[config.mk]
export PLATFORM = sky130hd
export DESIGN_NAME = digota_array
export DESIGN_NICKNAME = d
export VERILOG_FILES = /design/src/rtl/digota_pkg.sv /design/src/rtl/digota_channel.sv /design/src/rtl/digota_array.sv
export SDC_FILE = /design/constraint.sdc
export NUM_CORES = 1
export LEC_CHECK = 0
export ABC_AREA = 1
export CORE_MARGIN = 1
export CORE_UTILIZATION = 40
export DETAILED_ROUTE_END_ITERATION = 16
export PLACE_DENSITY_LB_ADDON = 0.12
export SKIP_LAST_GASP = 1
export SYNTH_ARGS = -nofsm -noshare
export SYNTH_HDL_FRONTEND = slang
export SYNTH_HIERARCHICAL = 1
export SYNTH_SLANG_ARGS = --single-unit
[constraint.sdc]
create_clock -name clk -period 2.9 [get_ports clk]
set_input_delay 0.58 -clock clk [delete_from_list [all_inputs] [get_ports clk]]
set_output_delay 0.58 -clock clk [all_outputs]
set_load 0.02 [all_outputs]
[src/rtl/digota_pkg.sv]
// Shared types and helpers for the multi-channel digital-OTA output sequencer.
package digota_pkg;

  typedef enum logic [1:0] {
    HIZ  = 2'b00,
    DEAD = 2'b01,
    PUSH = 2'b10,
    PULL = 2'b11
  } state_t;

  localparam logic OPMOS_RST       = 1'b1;
  localparam logic ONMOS_RST       = 1'b0;
  localparam logic CMPMOS_RST      = 1'b1;
  localparam logic CMNMOS_RST      = 1'b0;
  localparam logic DEAD_ACTIVE_RST = 1'b0;

  // Drive target from synchronised, already-inverted (active-high) inputs.
  function automatic state_t decode_target(input logic oe_s, input logic inp, input logic inm);
    if (!oe_s) return HIZ;
    if (inp && !inm) return PUSH;
    if (!inp && inm) return PULL;
    return HIZ;
  endfunction

endpackage

[src/rtl/digota_channel.sv]
// One OTA channel: input synchroniser, break-before-make FSM with dead-time
// counter, and registered gate controls.
module digota_channel
  import digota_pkg::*;
#(
  parameter int DT_W        = 4,
  parameter int SYNC_STAGES = 2
) (
  input  logic            clk,
  input  logic            rst_n,
  input  logic            inpb,
  input  logic            inmb,
  input  logic            oe,
  input  logic [DT_W-1:0] dead_time,
  output logic            opmos,
  output logic            onmos,
  output logic            cmpmos,
  output logic            cmnmos,
  output logic            dead_active
);

  logic [SYNC_STAGES-1:0] inpb_q;
  logic [SYNC_STAGES-1:0] inmb_q;
  logic [SYNC_STAGES-1:0] oe_q;

  // Sync flops reset to the idle (deasserted) level so no target is seen.
  always_ff @(posedge clk or negedge rst_n) begin
    if (!rst_n) begin
      inpb_q <= '1;
      inmb_q <= '1;
      oe_q   <= '0;
    end else begin
      inpb_q <= {inpb_q[SYNC_STAGES-2:0], inpb};
      inmb_q <= {inmb_q[SYNC_STAGES-2:0], inmb};
      oe_q   <= {oe_q[SYNC_STAGES-2:0], oe};
    end
  end

  logic   oe_s, inp, inm;
  state_t target;

  assign oe_s   = oe_q[SYNC_STAGES-1];
  assign inp    = ~inpb_q[SYNC_STAGES-1];
  assign inm    = ~inmb_q[SYNC_STAGES-1];
  assign target = decode_target(oe_s, inp, inm);

  state_t          state, state_n;
  state_t          tgt, tgt_n;
  logic [DT_W-1:0] count, count_n;

  // Releases go straight to HIZ; every new drive goes through DEAD first.
  always_comb begin
    state_n = state;
    tgt_n   = tgt;
    count_n = count;
    case (state)
      HIZ: begin
        if (target != HIZ) begin
          state_n = DEAD;
          tgt_n   = target;
          count_n = dead_time;
        end
      end
      DEAD: begin
        if (target == HIZ) begin
          state_n = HIZ;
        end else if (target != tgt) begin
          tgt_n   = target;
          count_n = dead_time;
        end else if (count == '0) begin
          state_n = tgt;
        end else begin
          count_n = count - DT_W'(1);
        end
      end
      PUSH, PULL: begin
        if (target == HIZ) begin
          state_n = HIZ;
        end else if (target != state) begin
          state_n = DEAD;
          tgt_n   = target;
          count_n = dead_time;
        end
      end
      default: state_n = HIZ;
    endcase
  end

  // Gate controls are decoded from the next state so they change on the same edge.
  always_ff @(posedge clk or negedge rst_n) begin
    if (!rst_n) begin
      state       <= HIZ;
      tgt         <= HIZ;
      count       <= '0;
      opmos       <= OPMOS_RST;
      onmos       <= ONMOS_RST;
      cmpmos      <= CMPMOS_RST;
      cmnmos      <= CMNMOS_RST;
      dead_active <= DEAD_ACTIVE_RST;
    end else begin
      state       <= state_n;
      tgt         <= tgt_n;
      count       <= count_n;
      opmos       <= (state_n != PUSH);
      onmos       <= (state_n == PULL);
      dead_active <= (state_n == DEAD);
      cmpmos      <= ~(oe_s & ~inp & ~inm);
      cmnmos      <= oe_s & inp & inm;
    end
  end

endmodule

[src/rtl/digota_array.sv]
// Array of independent OTA output channels sharing one clock, reset and dead-time setting.
module digota_array #(
  parameter int CHANNELS    = 4,
  parameter int DT_W        = 4,
  parameter int SYNC_STAGES = 2
) (
  input  logic                clk,
  input  logic                rst_n,
  input  logic [CHANNELS-1:0] inpb,
  input  logic [CHANNELS-1:0] inmb,
  input  logic [CHANNELS-1:0] oe,
  input  logic [DT_W-1:0]     dead_time,
  output logic [CHANNELS-1:0] opmos,
  output logic [CHANNELS-1:0] onmos,
  output logic [CHANNELS-1:0] cmpmos,
  output logic [CHANNELS-1:0] cmnmos,
  output logic [CHANNELS-1:0] dead_active
);

  for (genvar i = 0; i < CHANNELS; i++) begin : g_ch
    digota_channel #(
      .DT_W        (DT_W),
      .SYNC_STAGES (SYNC_STAGES)
    ) u_ch (
      .clk         (clk),
      .rst_n       (rst_n),
      .inpb        (inpb[i]),
      .inmb        (inmb[i]),
      .oe          (oe[i]),
      .dead_time   (dead_time),
      .opmos       (opmos[i]),
      .onmos       (onmos[i]),
      .cmpmos      (cmpmos[i]),
      .cmnmos      (cmnmos[i]),
      .dead_active (dead_active[i])
    );
  end

endmodule

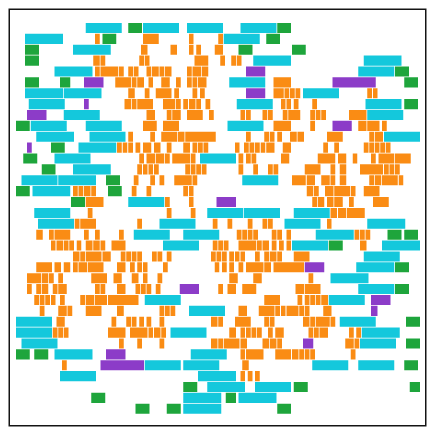
(images/class_map.png)
Drawn at 4 px/um.
remaining logic cells: shown in orange, cells 408. clock drivers and dummy loads: shown in purple, cells 16. remaining buffers and delay cells: shown in green, cells 39. registers: shown in cyan, cells 76.
final core utilization: 49.1%
flop share of the area: 39.7%
Rows: 36

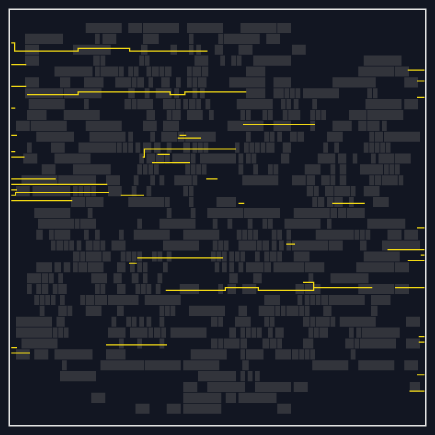
(images/m3.png)
Drawn at 4 px/um.
35 nets have wire on it. The wires run mostly horizontal. The longest straight run is 23.7 um.
total number of vias: 3090
GR Layer Usage met3: 6.86%
Post-Route WL: 7380 um

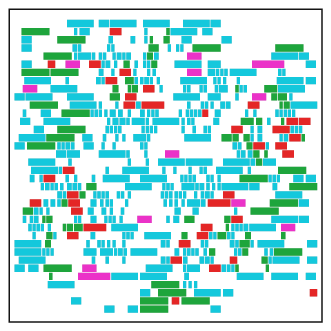
(images/sizing.png)
Drawn at 3 px/um.
x1 and smaller: shown in cyan, cells 411, most used nand2_1. x2: shown in green, cells 78, most used dfstp_2. x3 and x4: shown in red, cells 38, most used nand2_4. x6 and larger: shown in magenta, cells 12, most used clkbuf_8.

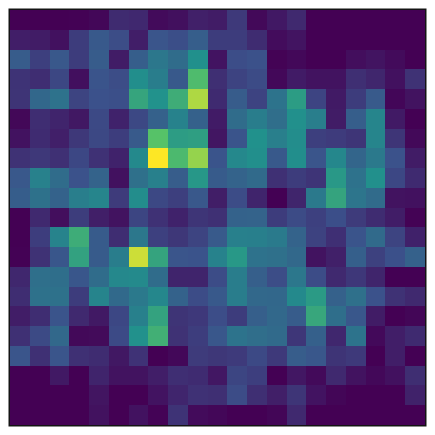
(images/route_heat.png)
Drawn at 4 px/um. 21 x 21 tiles, from dark purple (low) to yellow (high), scaled to the fullest tile. Values are wire area over tile area, all layers added.
The densest ninth of the die: centre. 15% of the tiles are nearly empty. The emptiest ninth of the die: upper right.

==> flow_metrics.py <==
# Physical implementation metrics
metrics = {
    "grt": {
        "grt_max_degree": 73,
        "antenna_found_initial": 0,
        "grt.busiest_layer": "met2",
        "grt_use_met2_pct": 25.6,
        "gr-usage-all-layers_pct": 16.0,
    },
    "power_and_ir_drop": {
        "power_leader": "registers",
        "switching_share_pct": 34.9,
        "comb_power_share_pct": 30.2,
        "pwr.group.clock_uw": 885,
        "p_leak_nw": 2.45,
        "power.density_nw_per_um2": 649,
        "p_total_mw": 3.16,
    },
    "final_layout": {
        "antenna_cells": 0,
        "top_register": "g_ch.u_ch/count",
        "ff_count": 76,
        "clk_share_pct": 4.48,
        "inverters": 65,
        "comb_cells": 343,
        "n_all_buffers": 39,
        "largest_cell_class": "flip-flops and latches",
        "combGateArea_um2": 1920,
        "final-nonclk-buf-share_pct": 7.87,
        "final_area_um2": 4860,
        "num-nets-final": 564,
        "clkbuf_count": 12,
    },
    "sta": {
        "period_used_pct": 71.4,
        "finClkSkew_ns": 0.00695,
        "slew_headroom_pct": 41.8,
        "slew_violations": 0,
        "fin_setup_tns_ns": 0,
        "whs_ns": 0.342,
        "period_needed_ns": 2.07,
    },
    "synthesis": {
        "simple_gate_share_pct": 39.9,
        "synth_top_cell_by_area": "dfrtp_1",
        "syn_area_um2": 4140,
        "compound_area_share_pct": 2.57,
        "top_area_share_pct": 31.4,
        "yosys-stat-cells": 488,
        "yosys.cell_types.count": 25,
        "top_cells_by_count": "nand2_1, dfrtp_1, inv_1",
        "synth_flops": 76,
        "edf_count": 0,
        "ys_chip_area_um2": 4140,
        "synth_warnings": 6,
        "synthXorXnorAreaFrac_pct": 0.211,
        "ys_top_logic_family": "simple AND/OR/NAND/NOR gates",
    },
    "setup_path": {
        "cp.required_ns": 2.32,
        "slowest_delay_ns": 0.60,
        "path_max_fanout": 1,
        "cp_slowest_cell": "clkdlybuf4s50_1",
        "end_kind": "output pin",
        "path_cells": "clkdlybuf4s50_1",
        "cp_top_family": "buffers and inverters",
        "worstSetupStartpointType": "flip-flop",
        "reg2reg_slack_ns": 1.14,
        "rr_startpoint": "g_ch[2].u_ch/inmb_q[1]$_DFF_PN1_",
        "critical_path_buf_inv_count": 1,
        "criticalPathCategory": "flip-flop to output pin",
        "cp.depth": 1,
    },
    "place": {
        "portBuffers": 37,
        "placed_cells": 656,
        "post-place-ws_ns": 1.16,
        "place.gp.congestion": 0.822,
    },
    "drt": {
        "postRouteAntennaNets": 0,
        "wl_met3_um": 414,
        "drt_iter0_drc": 108,
        "wl_per_cell_um": 11.0,
        "dr_wl_met2_um": 3390,
    },
    "hold_path": {
        "hp-class": "input pin to asynchronous set/reset pin",
    },
    "run_status": {
        "outcome": "finished, final reports clean",
    },
    "cts": {
        "cts_tree": "yes",
        "cts_setup_buffers": 0,
    },
    "run": {
        "max_cap_violations": 0,
    },
}
